===== src/rtl/elink_trig_scrub_reader.sv =====
// rtl/elink_trig_scrub_reader.sv - Wishbone read sweep of the trigger e-link scrubber into an {addr,data} stream
// One outstanding single-beat read at a time; ack timeouts are reported per address instead of stalling the sweep.
module elink_trig_scrub_reader #(
    parameter int unsigned ADDR_W  = 4,
    parameter int unsigned DATA_W  = 10,
    parameter int unsigned NUM_CH  = 12,
    parameter int unsigned TIMEOUT = 15
) (
    input  logic                     clk,
    input  logic                     rst_n,
    input  logic                     i_start,
    output logic                     o_busy,
    output logic                     o_sweep_done,
    output logic [ADDR_W-1:0]        o_wb_addr,
    output logic                     o_wb_stb,
    input  logic [DATA_W-1:0]        i_wb_data,
    input  logic                     i_wb_ack,
    input  logic                     i_wb_stall,
    output logic [ADDR_W+DATA_W-1:0] o_word_data,
    output logic                     o_word_valid,
    input  logic                     i_word_ready,
    output logic                     o_timeout_err,
    output logic [ADDR_W-1:0]        o_err_addr,
    input  logic                     i_err_clr
);

    typedef enum logic [2:0] {IDLE, REQ, WAIT, PUSH, DONE} state_t;

    localparam logic [ADDR_W-1:0] LAST_ADDR = ADDR_W'(NUM_CH - 1);
    localparam logic [7:0]        TMO_LAST  = 8'(TIMEOUT - 1);

    state_t                     state_q, state_d;
    logic [ADDR_W-1:0]          addr_q, addr_d;
    logic [7:0]                 tmo_q, tmo_d;
    logic [ADDR_W+DATA_W-1:0]   word_q, word_d;
    logic                       err_q, err_d;
    logic [ADDR_W-1:0]          err_addr_q, err_addr_d;
    logic                       busy_q, busy_d;
    logic                       stb_q, stb_d;
    logic                       valid_q, valid_d;
    logic                       done_q, done_d;
    logic                       timeout_hit;
    logic                       advance;

    always_comb begin
        state_d     = state_q;
        addr_d      = addr_q;
        tmo_d       = tmo_q;
        word_d      = word_q;
        err_d       = err_q;
        err_addr_d  = err_addr_q;
        timeout_hit = 1'b0;
        advance     = 1'b0;

        case (state_q)
            IDLE: begin
                if (i_start) begin
                    addr_d  = '0;
                    state_d = REQ;
                end
            end
            REQ: begin
                if (!i_wb_stall) begin
                    if (i_wb_ack) begin
                        word_d  = {addr_q, i_wb_data};
                        state_d = PUSH;
                    end else begin
                        tmo_d   = '0;
                        state_d = WAIT;
                    end
                end
            end
            WAIT: begin
                tmo_d = tmo_q + 8'd1;
                if (i_wb_ack) begin
                    word_d  = {addr_q, i_wb_data};
                    state_d = PUSH;
                end else if (tmo_q == TMO_LAST) begin
                    timeout_hit = 1'b1;
                    advance     = 1'b1;
                end
            end
            PUSH: begin
                if (i_word_ready) begin
                    advance = 1'b1;
                end
            end
            DONE: begin
                state_d = IDLE;
            end
            default: begin
                state_d = IDLE;
            end
        endcase

        if (advance) begin
            if (addr_q == LAST_ADDR) begin
                state_d = DONE;
            end else begin
                addr_d  = addr_q + ADDR_W'(1);
                state_d = REQ;
            end
        end

        // A timeout landing in the same cycle as a clear must survive it.
        if (timeout_hit) begin
            err_d      = 1'b1;
            err_addr_d = addr_q;
        end else if (i_err_clr) begin
            err_d      = 1'b0;
            err_addr_d = '0;
        end

        busy_d  = (state_d == REQ) || (state_d == WAIT) || (state_d == PUSH);
        stb_d   = (state_d == REQ);
        valid_d = (state_d == PUSH);
        done_d  = (state_d == DONE);
    end

    always_ff @(posedge clk or negedge rst_n) begin
        if (!rst_n) begin
            state_q    <= IDLE;
            addr_q     <= '0;
            tmo_q      <= '0;
            word_q     <= '0;
            err_q      <= 1'b0;
            err_addr_q <= '0;
            busy_q     <= 1'b0;
            stb_q      <= 1'b0;
            valid_q    <= 1'b0;
            done_q     <= 1'b0;
        end else begin
            state_q    <= state_d;
            addr_q     <= addr_d;
            tmo_q      <= tmo_d;
            word_q     <= word_d;
            err_q      <= err_d;
            err_addr_q <= err_addr_d;
            busy_q     <= busy_d;
            stb_q      <= stb_d;
            valid_q    <= valid_d;
            done_q     <= done_d;
        end
    end

    assign o_busy        = busy_q;
    assign o_sweep_done  = done_q;
    assign o_wb_addr     = addr_q;
    assign o_wb_stb      = stb_q;
    assign o_word_data   = word_q;
    assign o_word_valid  = valid_q;
    assign o_timeout_err = err_q;
    assign o_err_addr    = err_addr_q;

endmodule


===== config.mk =====
export PLATFORM = sky130hd
export DESIGN_NAME = elink_trig_scrub_reader
export DESIGN_NICKNAME = d
export VERILOG_FILES = /design/src/rtl/elink_trig_scrub_reader.sv
export SDC_FILE = /design/constraint.sdc
export NUM_CORES = 1
export LEC_CHECK = 0
export CELL_PAD_IN_SITES_DETAIL_PLACEMENT = 1
export CELL_PAD_IN_SITES_GLOBAL_PLACEMENT = 1
export CORE_MARGIN = 5
export CORE_UTILIZATION = 40
export CTS_CLUSTER_DIAMETER = 200
export DETAILED_ROUTE_END_ITERATION = 10
export GPL_ROUTABILITY_DRIVEN = 1
export PLACE_DENSITY_LB_ADDON = 0.1
export SETUP_SLACK_MARGIN = 0.15
export SYNTH_ARGS = -nofsm -noshare
export SYNTH_HDL_FRONTEND = slang
export SYNTH_SLANG_ARGS = --single-unit

===== constraint.sdc =====
create_clock -name clk -period 2.9 [get_ports clk]
set_input_delay 0.29 -clock clk [delete_from_list [all_inputs] [get_ports clk]]
set_output_delay 0.29 -clock clk [all_outputs]
set_load 0.02 [all_outputs]

Figure 1. Met1 routing.
Bar = 20 µm. Supply wires on this layer in gray.
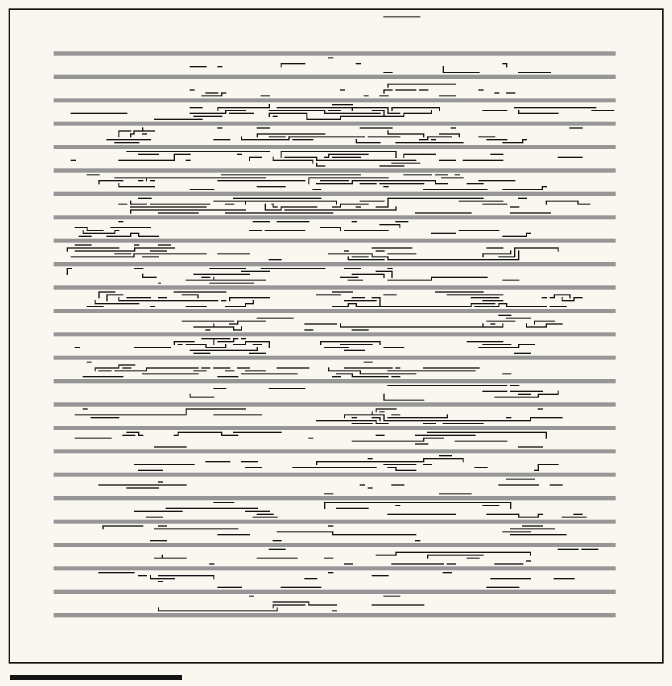
The longest straight run is 21.6 µm. The layer holds 41% of the routed length. The layer carries 1,730 µm of wire. The wires run mostly horizontal. 191 nets have wire on it.
vias: 1,299
total wire length: 4.19 mm
met1 usage: 20.0%

Figure 2. Met2 routing.
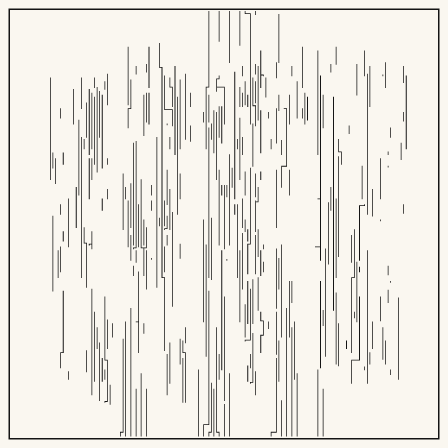
The layer carries 2,190 µm of wire. The layer holds 52% of the routed length. 196 nets have wire on it.
global-route track usage on met2: 27.4%

==> impl_metrics.ini <==
; physical design summary
[outcome]
outcome = finished clean

[timing]
fin_setup_tns_ns = 0
min_period_ns = 2.09
rsz0062_at_grt = no
relSlewSlack_pct = 44.3

[power]
power_frac_clock_pct = 17.2
pwr-share-comb_pct = 42.1
p_int_mw = 1.35
power.total_mw = 2.16
p_switching_mw = 0.811

[yosys]
ys_sh_simple_pct = 17.0
ys_cells = 152
syn_inst = 152
async_flop_share_pct = 100
synth.distinct_cells = 41
synth_flops = 38
yosysWarnings = 0
top_area_cell = dfrtp_1
edf_count = 0
yosysSeqAreaShare_pct = 55.0
syn_area_mm2 = 0.00173
compound_area_share_pct = 11.0
top_area_share_pct = 55.0
muxShareOfSynthArea_pct = 11.4

[floorplan]
die_area_mm2 = 0.00574
die_h_um = 75.8
fp.coreArea_mm2 = 0.00426

[global_route]
grt_overflow = 0
grt_max_degree = 39
antenna_found_initial = 0

[final_layout]
largest_reg_flops = 14
drive_gt1_share_pct = 14.1
fin_cells = 251
postLayoutCoreUtil_pct = 53.5
final_nets = 218

[flow_run]
tool_warnings = 27
drv_cap = 0

[routing]
drt_iter0_drc = 58

[place]
placed_cell_area_mm2 = 0.00219
pre_cts_slack_ns = 0.635
dp_hpwl_mm = 3.15
place_inst = 243

[worst_setup_path]
worst_setup_path_start_kind = flop
ff2ff_path_depth = 4
cp_cell_sequence = or3b_1, nor3_4, o21ai_2, mux2i_1
path_buffers = 0
end_kind = flop
timing.critical_path.from = state_q[1]

[cts]
cts_sinks = 38
cts_tree = done
clkTransAtPathRegs_ns = 0.07
cts_inserted_buffers = 5
clock_latency_ns = 0.29
[per-layer routing]
| metal | track usage, % | vias up | routed length (µm) |
|---|---|---|---|
| li1 | - | 635 | - |
| met1 | 20.0 | 636 | 1730 |
| met2 | 27.4 | 23 | 2190 |
| met3 | 3.69 | 5 | 213 |
| met4 | 6.41 | 0 | 62 |
| met5 | 0 | - | 0 |
[worst min-delay path by stage]
stage | start | endpoint | slack, ns | cells past startpoint
after floorplan | rst_n | o_busy | -0.006 | 0
after global placement | rst_n | o_word_data[8] | 0.43 | 1
after detailed placement | rst_n | o_word_data[8] | 0.44 | 1
after CTS | rst_n | tmo_q[0] | 0.13 | 1
after global routing | rst_n | state_q[0] | 0.19 | 1
final | rst_n | o_word_data[8] | 0.1 | 1
[power groups by stage]
stage          logic (mW)  clock network [mW]  registers [mW]
4_1_cts             0.926               0.382           0.878
5_1_grt             0.981               0.400           0.907
2_1_floorplan       0.401                   0           0.985
3_3_place_gp        0.887                   0           0.869
6_report            0.908               0.371           0.878
3_5_place_dp        0.921                   0           0.888
[layout make-up]
cell class	count	area, µm²
inverter	3	11.3
tap	52	65.1
clock inverter	1	5.00
clock buffer	7	86.3
fill	472	1980
multi-input combinational	106	728
timing repair buffer	44	433
sequential	38	951
[layout by cell type, fill, tap and decap left out, types with 2 or more instances in the layout]
| cell type | count |
|---|---|
| a21oi_1 | 4 |
| mux2_2 | 11 |
| mux2i_1 | 4 |
| clkdlybuf4s50_1 | 42 |
| ha_1 | 3 |
| nor3_1 | 3 |
| nor2_1 | 8 |
| mux2_1 | 3 |
| nor2b_1 | 4 |
| or2_2 | 2 |
| o21ai_0 | 13 |
| o21ai_1 | 7 |
| a31oi_1 | 2 |
| nand2_1 | 17 |
| clkbuf_8 | 6 |
| dfrtp_1 | 38 |
| nand4_1 | 3 |
| inv_1 | 3 |
Power is estimated from default activity; no workload was simulated.
